[config.mk]
export PLATFORM = sky130hd
export DESIGN_NAME = traffic_spawn_scheduler
export DESIGN_NICKNAME = d
export VERILOG_FILES = /design/src/rtl/traffic_spawn_scheduler.sv
export SDC_FILE = /design/constraint.sdc
export NUM_CORES = 1
export LEC_CHECK = 0
export ABC_AREA = 1
export CELL_PAD_IN_SITES_DETAIL_PLACEMENT = 1
export CELL_PAD_IN_SITES_GLOBAL_PLACEMENT = 2
export CORE_AREA = 2 2 108 110
export DETAILED_ROUTE_END_ITERATION = 10
export DIE_AREA = 0 0 110 112
export PLACE_DENSITY_LB_ADDON = 0.1
export REMOVE_ABC_BUFFERS = 1
export SYNTH_ARGS = -nofsm -noshare
export SYNTH_HDL_FRONTEND = slang
export SYNTH_SLANG_ARGS = --single-unit
[constraint.sdc]
create_clock -name clk -period 2.6 [get_ports clk]
set_input_delay 0.52 -clock clk [delete_from_list [all_inputs] [get_ports clk]]
set_output_delay 0.52 -clock clk [all_outputs]
set_load 0.02 [all_outputs]
[src/rtl/traffic_spawn_scheduler.sv]
// traffic_spawn_scheduler: once per frame draws a random number, picks a
// free lane and vehicle type, and hands a spawn request to the object pool.
module traffic_spawn_scheduler #(
    parameter int                LANES           = 4,
    parameter int                LEVEL_W         = 3,
    parameter int                LFSR_W          = 16,
    parameter logic [LFSR_W-1:0] SEED            = LFSR_W'(16'hACE1),
    parameter int                COOLDOWN        = 30,
    parameter int                CD_W            = 8,
    parameter int                TRUCK_MIN_LEVEL = 2
) (
    input  logic                     clk,
    input  logic                     resetN,
    input  logic                     frame_tick,
    input  logic                     enable,
    input  logic [LEVEL_W-1:0]       level,
    input  logic                     spawn_ack,
    output logic                     spawn_req,
    output logic [$clog2(LANES)-1:0] spawn_lane,
    output logic                     spawn_truck,
    output logic [7:0]               drop_cnt
);

    localparam int LANE_W = $clog2(LANES);

    // Right-shifting Galois masks of maximal-length polynomials.
    function automatic logic [LFSR_W-1:0] f_taps();
        logic [31:0] t;
        case (LFSR_W)
            7:       t = 32'h0000_0060;
            8:       t = 32'h0000_00B8;
            9:       t = 32'h0000_0110;
            10:      t = 32'h0000_0240;
            11:      t = 32'h0000_0500;
            12:      t = 32'h0000_0E08;
            13:      t = 32'h0000_1C80;
            14:      t = 32'h0000_3802;
            15:      t = 32'h0000_6000;
            16:      t = 32'h0000_B400;
            17:      t = 32'h0001_2000;
            18:      t = 32'h0002_0400;
            19:      t = 32'h0007_2000;
            20:      t = 32'h0009_0000;
            21:      t = 32'h0014_0000;
            22:      t = 32'h0030_0000;
            23:      t = 32'h0042_0000;
            24:      t = 32'h00E1_0000;
            25:      t = 32'h0120_0000;
            26:      t = 32'h0200_0023;
            27:      t = 32'h0400_0013;
            28:      t = 32'h0900_0000;
            29:      t = 32'h1400_0000;
            30:      t = 32'h2000_0029;
            31:      t = 32'h4800_0000;
            32:      t = 32'h8020_0003;
            default: t = 32'h0000_B400;
        endcase
        return LFSR_W'(t);
    endfunction

    localparam logic [LFSR_W-1:0] TAPS = f_taps();
    localparam logic [LFSR_W-1:0] SEED_NZ =
        (SEED == '0) ? LFSR_W'(1) : SEED;
    localparam logic [CD_W-1:0] CD_LOAD = CD_W'(COOLDOWN);
    localparam logic [LEVEL_W-1:0] TRUCK_LVL =
        LEVEL_W'(TRUCK_MIN_LEVEL);

    typedef enum logic [1:0] {
        S_IDLE,
        S_DECIDE,
        S_REQ
    } state_t;

    state_t              r_state;
    logic [LFSR_W-1:0]   r_lfsr;
    logic [LFSR_W-1:0]   w_lfsr_nxt;
    logic                r_frame_d;
    logic                w_fr_edge;
    logic [LEVEL_W-1:0]  r_rnd_lvl;
    logic [LANE_W-1:0]   r_rnd_lane;
    logic                r_rnd_msb;
    logic [CD_W-1:0]     r_cd [LANES];
    logic                r_spawn_req;
    logic [LANE_W-1:0]   r_spawn_lane;
    logic                r_spawn_truck;
    logic [7:0]          r_drop;
    logic                w_go;
    logic                w_found;
    logic [LANE_W-1:0]   w_cand;
    logic [LANE_W-1:0]   w_lane;
    logic                w_truck;
    logic                w_ack;
    logic                w_busy_drop;
    logic                w_block_drop;
    logic [1:0]          w_drop_inc;
    logic [8:0]          w_drop_sum;
    logic [7:0]          w_drop_nxt;

    assign w_lfsr_nxt = r_lfsr[0] ? ((r_lfsr >> 1) ^ TAPS)
                                  : (r_lfsr >> 1);

    always_ff @(posedge clk or negedge resetN) begin
        if (!resetN) begin
            r_lfsr    <= SEED_NZ;
            r_frame_d <= 1'b0;
        end else begin
            r_lfsr    <= w_lfsr_nxt;
            r_frame_d <= frame_tick;
        end
    end

    assign w_fr_edge = frame_tick & ~r_frame_d;

    assign w_go    = (r_rnd_lvl >= level);
    assign w_cand  = LANE_W'(r_rnd_lane % LANES);
    assign w_truck = r_rnd_msb & (level >= TRUCK_LVL);

    // First free lane, scanning upward from the candidate with wrap.
    always_comb begin
        w_found = 1'b0;
        w_lane  = '0;
        for (int k = 0; k < LANES; k++) begin
            if (!w_found &&
                r_cd[(int'(w_cand) + k) % LANES] == '0) begin
                w_found = 1'b1;
                w_lane  = LANE_W'((int'(w_cand) + k) % LANES);
            end
        end
    end

    assign w_ack = (r_state == S_REQ) & enable
                 & r_spawn_req & spawn_ack;

    assign w_busy_drop  = w_fr_edge & (r_state != S_IDLE);
    assign w_block_drop = (r_state == S_DECIDE) & enable
                        & w_go & ~w_found;
    assign w_drop_inc   = {1'b0, w_busy_drop}
                        + {1'b0, w_block_drop};
    assign w_drop_sum   = {1'b0, r_drop} + {7'b0, w_drop_inc};
    assign w_drop_nxt   = w_drop_sum[8] ? 8'hFF : w_drop_sum[7:0];

    always_ff @(posedge clk or negedge resetN) begin
        if (!resetN) begin
            r_state       <= S_IDLE;
            r_rnd_lvl     <= '0;
            r_rnd_lane    <= '0;
            r_rnd_msb     <= 1'b0;
            r_spawn_req   <= 1'b0;
            r_spawn_lane  <= '0;
            r_spawn_truck <= 1'b0;
            r_drop        <= '0;
            for (int i = 0; i < LANES; i++) begin
                r_cd[i] <= '0;
            end
        end else begin
            r_drop <= w_drop_nxt;
            // An accepted spawn reloads its lane even on a frame edge.
            for (int i = 0; i < LANES; i++) begin
                if (w_ack && r_spawn_lane == LANE_W'(i)) begin
                    r_cd[i] <= CD_LOAD;
                end else if (w_fr_edge && r_cd[i] != '0) begin
                    r_cd[i] <= r_cd[i] - CD_W'(1);
                end
            end
            case (r_state)
                S_IDLE: begin
                    if (w_fr_edge && enable) begin
                        r_rnd_lvl  <= r_lfsr[LEVEL_W-1:0];
                        r_rnd_lane <= r_lfsr[LEVEL_W +: LANE_W];
                        r_rnd_msb  <= r_lfsr[LFSR_W-1];
                        r_state    <= S_DECIDE;
                    end
                end
                S_DECIDE: begin
                    r_state <= S_IDLE;
                    if (enable && w_go && w_found) begin
                        r_spawn_lane  <= w_lane;
                        r_spawn_truck <= w_truck;
                        r_spawn_req   <= 1'b1;
                        r_state       <= S_REQ;
                    end
                end
                S_REQ: begin
                    if (!enable || w_ack) begin
                        r_spawn_req <= 1'b0;
                        r_state     <= S_IDLE;
                    end
                end
                default: begin
                    r_spawn_req <= 1'b0;
                    r_state     <= S_IDLE;
                end
            endcase
        end
    end

    assign spawn_req   = r_spawn_req;
    assign spawn_lane  = r_spawn_lane;
    assign spawn_truck = r_spawn_truck;
    assign drop_cnt    = r_drop;

endmodule

==> results.txt, run 1 <==
Final clock-cell share = 6.00%
Commonest cells post-synth = 87 x sky130_fd_sc_hd__nand2_1, 62 x sky130_fd_sc_hd__inv_1, 61 x sky130_fd_sc_hd__dfrtp_1, 49 x sky130_fd_sc_hd__nor2_1, 34 x sky130_fd_sc_hd__nand3_1
Vert. Die Dim = 112 um
post-CTS setup buffers = 9
placer congestion estimate = 0.763
arrival time reported for the critical path endpoint = 2.85 ns
Die Span X = 110 um
number of tap cells added at floorplan = 143
and+or+nand+nor area frac = 28.1%
Pwr Density = 800 mW/mm2
actual slew at the worst max-slew pin = 0.558 ns
crit path max fanout = 8
critical path start-end classification = flip-flop to flip-flop
Core Area = 0.0112 mm2
Syn-to-layout area delta = 32.1%
detailed placement HPWL = 6610 um
global routing usage on met2 = 26.2%
M1 WL = 4360 um
async set or reset register ratio after synthesis = 100%
area leader, netlist = sky130_fd_sc_hd__dfrtp_1
non-filler cells in the finished layout = 663
number of primary I/O pins = 20
Post-synth mux share = 0%
register-to-register setup slack = 0.02 ns
Logic family by area = simple AND/OR/NAND/NOR gates
number of instances in the synthesized netlist = 436
average wire per cell in the routed design = 13.6 um
total routing resource utilization after global routing = 16.5%
maximum resistive drop on vdd = 403 uV
CTS Root Buffer Type = sky130_fd_sc_hd__clkbuf_16
buffer share of cell area = 12.6%
Site Rows = 39
post-layout period usage of the worst path = 99.2%
count of tool warnings = 31
Fin Setup TNS = 0 ns
antenna violations before repair = 0
DP Area = 0.00429 mm2
count of flip-flops with a built-in enable after synthesis = 0
CTS sink count = 69
DR DRC count = 0
number of diodes = 0
Final Setup Violations = 0
biggest cell category by area in the final layout = sequential cells
met1 usage in global routing = 21.7%
clock buffers = 9
total number of multi-input combinational cells = 297
main flop type after synthesis = sky130_fd_sc_hd__dfrtp_1
number of levels in the clock H-tree = 3
xor/xnor share = 1.65%
register area share after synthesis = 47.8%
number of logic inverters in the finished layout = 68
outcome = finished, final reports clean
number of storage elements in the synthesis netlist = 69
total die size = 0.0123 mm2
Post-Place Worst Slack = -0.746 ns
stage delay of the slowest cell on the critical path = 0.45 ns
adder-cell area share of the yosys netlist = 4.69%
Mapped Area = 0.00363 mm2
Resized cells post-CTS = 32
drt first pass iters = 4
Final Max Slew Viols = 0
Finished Core Util = 42.9%
vias in the first global route = 3258
Storage cell area = 0.00174 mm2
crit path capture type = flip-flop
Top delay family on crit path = simple AND/OR/NAND/NOR gates
Leak = 2.40 nW
switching share of power = 36.0%
most instantiated library cell after synthesis = sky130_fd_sc_hd__nand2_1
final sequential cell count = 69
proportion of layout cells with a drive suffix above 1 = 23.7%
first-pass GRT wire length = 15600 um
clock transition at the register clock pins on the worst setup and hold paths after CTS = 0.06 ns
fraction of met3 tracks used by global routing = 4.33%
worst endpoint required time = 2.87 ns
proportion of cell area occupied by multi-input gates = 35.8%
Antenna Nets Post-Route = 0
uppermost layer routed = met4
RSZ-0062 raised after global routing = yes
internal power contribution = 0.00245 W
post-synth top area share = 42.1%
routed wl met3 = 248 um
DR vias/cell = 4.63
Clock Path Buffers = 2
Worst Hold Margin = 0.160 ns
run 1: path summary, 6_finish.rpt:
| path | start | endpoint | depth (start not counted) |
|---|---|---|---|
| min in group clk | r_lfsr[12] | r_lfsr[11] | 0 |
| max in group asynchronous | resetN | r_cd[26] | 2 |
| worst max register to register | r_rnd_lane[0] | drop_cnt[6] | 14 |
| worst min-delay path | resetN | r_cd[27] | 1 |
| worst max-delay path | r_rnd_lane[0] | drop_cnt[6] | 14 |
| worst min register to register | r_lfsr[12] | r_lfsr[11] | 0 |
run 1: power groups by stage:
| stage | Clock (W) | Combinational, W | Sequential, W |
|---|---|---|---|
| final | 0.00121 | 0.00112 | 0.00151 |
| after global routing | 0.00130 | 0.00130 | 0.00155 |
| after CTS | 0.00126 | 0.00113 | 0.00151 |
| after detailed placement | 0 | 0.00112 | 0.00151 |
| after global placement | 0 | 0.00110 | 0.00151 |
| after floorplan | 0 | 0.000636 | 0.00152 |
run 1: sequential cells by signal, indices dropped and copies added, names as in the netlist:
name / count
drop_cnt: 8
r_frame_d: 1
spawn_req: 1
spawn_truck: 1
r_rnd_lvl: 3
r_lfsr: 16
r_rnd_msb: 1
r_state: 2
r_cd: 32
r_rnd_lane: 2
spawn_lane: 2
run 1: placed cells by master (no fill, tap or decap), drive strengths merged, types with 9 or more instances in the layout:
cell type	instances
a21oi	23
inv	72
nor3	10
buf	52
dfrtp	61
nand3	39
o21ai	39
clkbuf	9
clkdlybuf4s50	15
nor2	54
ha	12
nand2	93
run 1: worst register-to-register path: cells and delay by family, from the launching register on:
kind	cells	cell delay (ns)
buffers and inverters	3	0.31
XOR/XNOR	1	0.17
flip-flops	1	0.45
adder cells (fa/ha/maj)	2	0.49
AND/OR/NAND/NOR	7	0.98
AND-OR/OR-AND	1	0.10
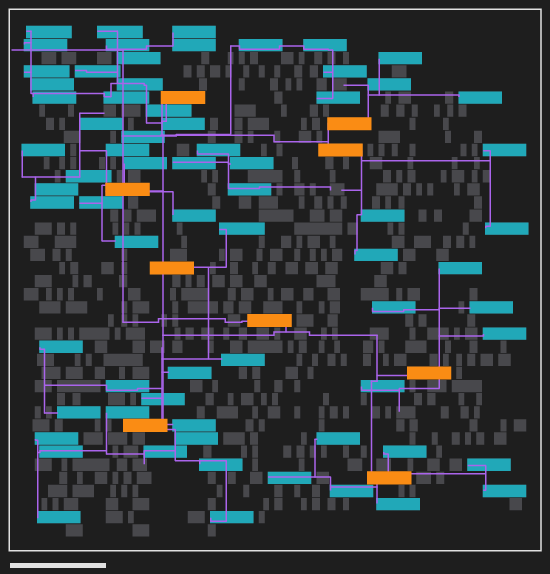
run_1/clock_wires.png
The bar under the picture is 20 um long.
[clock wires] purple | length: 1130 um
[clock-net drivers] orange | count: 9
[flip-flops] cyan | count: 69
routed clock nets: 10
flops lie: spread over the die
final worst clock skew: 0.00577 ns
clock share of power: 31.6%
Insertion Delay late pin: 0.34 ns
Clock net power: 0.00121 W

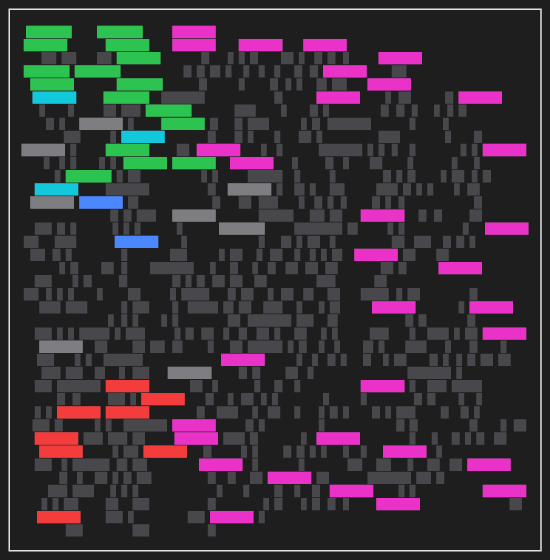
run_1/ff_map.png
[drop_cnt] red | sequential cells: 8 | where: bottom left
[r_rnd_lvl] cyan | sequential cells: 3
[r_state] blue | sequential cells: 2
[r_lfsr] green | sequential cells: 16 | where: top left
[r_cd] magenta | sequential cells: 32
not colored: 8

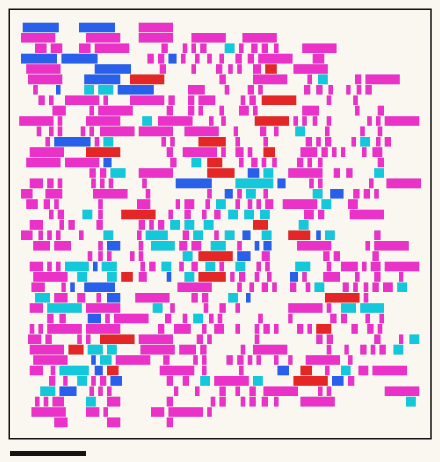
run_1/sizing.png
The bar under the picture is 20 um long.
[x6 and larger] red | cells: 22 | most used: clkbuf_16
[x2] blue | cells: 36
[x1 and smaller] magenta | cells: 397 | most used: nand2_1
[x3 and x4] cyan | cells: 65 | most used: buf_4
Non-clock buffers: 70
final non-filler cell area: 0.00479 mm2
post-route worst setup slack: 0.0214 ns

run_1/clock_nets.png
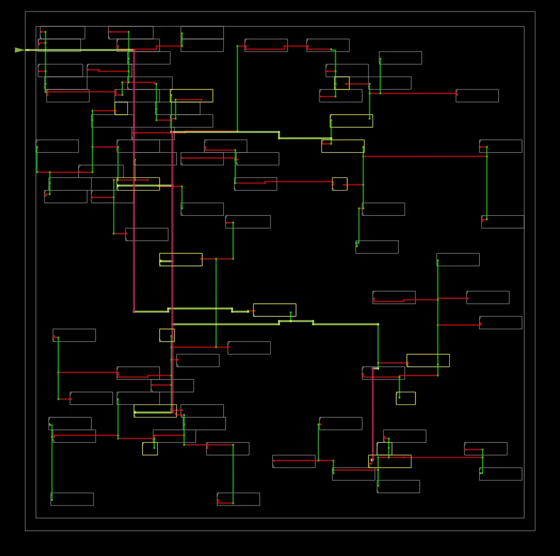

--- run 2 (diff from run 1) ---
--- a/config.mk
+++ b/config.mk
@@ -6,11 +6,12 @@
 export NUM_CORES = 1
 export LEC_CHECK = 0
 export ABC_AREA = 1
-export CELL_PAD_IN_SITES_DETAIL_PLACEMENT = 1
-export CELL_PAD_IN_SITES_GLOBAL_PLACEMENT = 2
-export CORE_AREA = 2 2 108 110
+export CELL_PAD_IN_SITES_DETAIL_PLACEMENT = 0
+export CELL_PAD_IN_SITES_GLOBAL_PLACEMENT = 1
+export CORE_AREA = 2 2 99 101
 export DETAILED_ROUTE_END_ITERATION = 10
-export DIE_AREA = 0 0 110 112
+export DIE_AREA = 0 0 101 103
+export MAX_ROUTING_LAYER = met4
 export PLACE_DENSITY_LB_ADDON = 0.1
 export REMOVE_ABC_BUFFERS = 1
 export SYNTH_ARGS = -nofsm -noshare
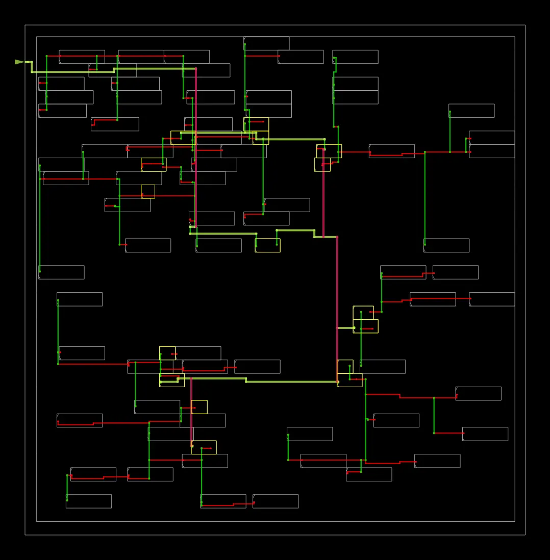
run_2/clock_nets.png
clock buffers: 9
final worst clock skew: 0.0114 ns
CTS sink count: 69
final sequential cell count: 69

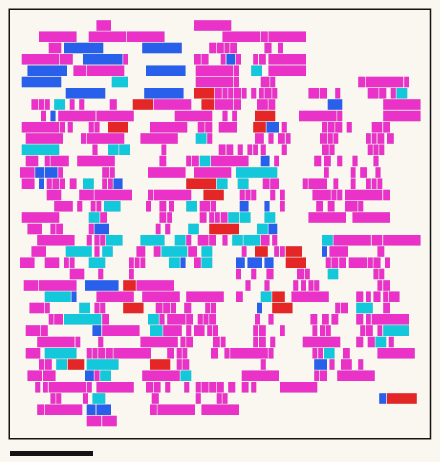
run_2/sizing.png
The bar under the picture is 20 um long.
[x6 and larger] red | cells: 19 | most used: clkbuf_8
[x1 and smaller] magenta | cells: 399 | most used: nand2_1
[x3 and x4] cyan | cells: 51 | most used: buf_4
[x2] blue | cells: 35
Non-clock buffers: 54
post-route worst setup slack: 0.114 ns
Syn-to-layout area delta: 24.8%
final non-filler cell area: 0.00453 mm2

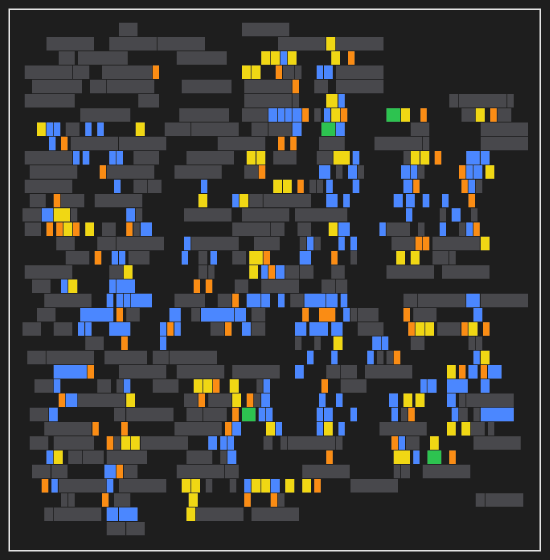
run_2/gates.png
[nand cells] blue | cells: 142
[non-inverting ao/oa cells] green | cells: 4
[aoi and oai cells] yellow | cells: 64 | where: spread over the die
[inv cells] orange | cells: 68 | where: spread over the die
non-filler cells in the finished layout: 618
proportion of cell area occupied by multi-input gates: 38.2%
most used logic cell in the final layout: sky130_fd_sc_hd__nand2_1

==> run 2 against run 1 <==
Effect of this change: sequential share of layout area grew 2.1 points; power shrank 13%; setup slack gained 0.093 ns; final area shrank 5.5%; largest cell class unchanged; synthesized area is the same; highest routed layer unchanged; critical endpoint is now drop_cnt[5]; global-route usage grew 0.76 points; combinational power shrank about 10%; first-iteration DRC count shrank 39%; hold slack lost 0.0082 ns; clock-buffer cell count is the same.
==> results.txt, run 2 <==
first-pass GRT wire length = 13700 um
DR DRC count = 0
Finished Core Util = 47.9%
Die Span X = 101 um
RSZ-0062 raised after global routing = yes
library cells used by synthesis = 36
placer congestion estimate = 0.755
stage delay of the slowest cell on the critical path = 0.41 ns
Clock Path Buffers = 2
PortBufs = 19
area leader, netlist = sky130_fd_sc_hd__dfrtp_1
switching share of power = 37.7%
CP Cell Sequence = buf_12, xnor2_4, buf_4, nand4_1, nand2_2, nor2_8, nand4_1, fa_2, inv_2, ha_4, nand2_4, nor4_4, nand2_2, o21ai_1
Antenna Nets Post-Route = 0
Core Area = 0.00946 mm2
count of flip-flops with a built-in enable after synthesis = 0
Insertion Delay late pin = 0.35 ns
Pwr Density = 739 mW/mm2
vias in the first global route = 2976
post-synth top area share = 42.1%
antenna violations before repair = 0
Top delay family on crit path = simple AND/OR/NAND/NOR gates
outcome = finished, final reports clean
maximum resistive drop on vdd = 380 uV
Yosys Instances = 436
total length of routed wires = 7610 um
critical path depth = 14
Site Rows = 36
clock transition at the register clock pins on the worst setup and hold paths after CTS = 0.09 ns
number of levels in the clock H-tree = 3
post-CTS setup buffers = 3
number of primary I/O pins = 20
number of diodes = 0
DP Area = 0.00419 mm2
R2R Path Start = r_rnd_lane[0]
critical path start-end classification = flip-flop to flip-flop
Final Setup Violations = 0
register area share after synthesis = 47.8%
Vert. Die Dim = 103 um
crit path capture type = flip-flop
main flop type after synthesis = sky130_fd_sc_hd__dfrtp_1
number of flip-flops in the largest register = 32
actual slew at the worst max-slew pin = 0.415 ns
most instantiated library cell after synthesis = sky130_fd_sc_hd__nand2_1
CTS Root Buffer Type = sky130_fd_sc_hd__clkbuf_8
worst endpoint required time = 2.88 ns
crit path launch = r_rnd_lane[0]
Worst slew margin = 72.0%
clock share of power = 25.0%
internal power contribution = 0.00209 W
count of cells along the worst register-to-register path = 14
number of storage elements in the synthesis netlist = 69
Commonest cells post-synth = 87 x sky130_fd_sc_hd__nand2_1, 62 x sky130_fd_sc_hd__inv_1, 61 x sky130_fd_sc_hd__dfrtp_1, 49 x sky130_fd_sc_hd__nor2_1, 34 x sky130_fd_sc_hd__nand3_1
async set or reset register ratio after synthesis = 100%
drt first pass iters = 4
Final Max Slew Viols = 0
Leak = 2.26 nW
number of instances in the synthesized netlist = 436
DR vias/cell = 4.78
crit path max fanout = 18
total routing resource utilization after global routing = 17.3%
Resized cells post-CTS = 27
arrival time reported for the critical path endpoint = 2.77 ns
average wire per cell in the routed design = 12.3 um
leading cell types in the layout, fill and taps excluded = 81 x sky130_fd_sc_hd__nand2_1, 61 x sky130_fd_sc_hd__dfrtp_1, 59 x sky130_fd_sc_hd__inv_1
detailed placement HPWL = 5560 um
Mapped Area = 0.00363 mm2
count of tool warnings = 30
Post-Place Worst Slack = -0.781 ns
post-layout period usage of the worst path = 95.6%
Worst Hold Margin = 0.151 ns
most flop-heavy register = r_cd
proportion of layout cells with a drive suffix above 1 = 20.8%
crit path time final = 2.49 ns
total die size = 0.0104 mm2
run 2: cell counts after synthesis:
Identical to the previous run, type by type.
run 2: power by group through the flow:
| stage | Clock (W) | Combinational, W | Sequential (W) |
|---|---|---|---|
| 6_report | 0.000835 | 0.000995 | 0.00152 |
| 5_1_grt | 0.000927 | 0.00117 | 0.00156 |
| 4_1_cts | 0.000870 | 0.00101 | 0.00152 |
| 3_5_place_dp | 0 | 0.000994 | 0.00152 |
| 3_3_place_gp | 0 | 0.000979 | 0.00152 |
| 2_1_floorplan | 0 | 0.000636 | 0.00152 |
run 2: cells by family after synthesis:
kind of cell | Yosys count | synth area share [%]
xor+xnor | 6 | 1.65
fa+ha+maj | 13 | 4.69
buf+inv | 70 | 7.72
flops | 69 | 47.8
simple gates | 210 | 28.1
compound gates | 68 | 9.96
run 2: layer usage:
metal	up-vias	share of wire [%]	track usage, %
met5	-	0	-
met2	34	46	27.0
met4	0	1.2	4.99
met1	1366	50	22.5
met3	9	2.9	4.34
li1	1542	-	-
run 2: metrics by stage:
stage | TNS [ns] | cells
3_5_place_dp | -5.99 | 598
6_report | 0 | 618
2_1_floorplan | -0.524 | 434
5_1_grt | -0.200 | 618
3_3_place_gp | -4.88 | 598
4_1_cts | 0 | 617
run 2: area by class of cell:
class | count | area [um2]
fillers | 931 | 4930
well taps | 114 | 143
clock inverters | 7 | 62.6
flip-flops and latches | 69 | 1740
inverters | 68 | 260
repair buffers | 54 | 474
clock buffers | 9 | 124
multi-input cells | 297 | 1730
run 2: final timing paths:
kind                            slack [ns]           to
worst max-delay path                  0.11  drop_cnt[5]
worst min-delay path                  0.15     r_cd[29]
worst max register to register        0.11  drop_cnt[5]
worst min register to register        0.35    r_lfsr[8]
max in group asynchronous             2.08   r_lfsr[15]
min in group clk                      0.35    r_lfsr[8]
Power and IR drop assume default switching activity.
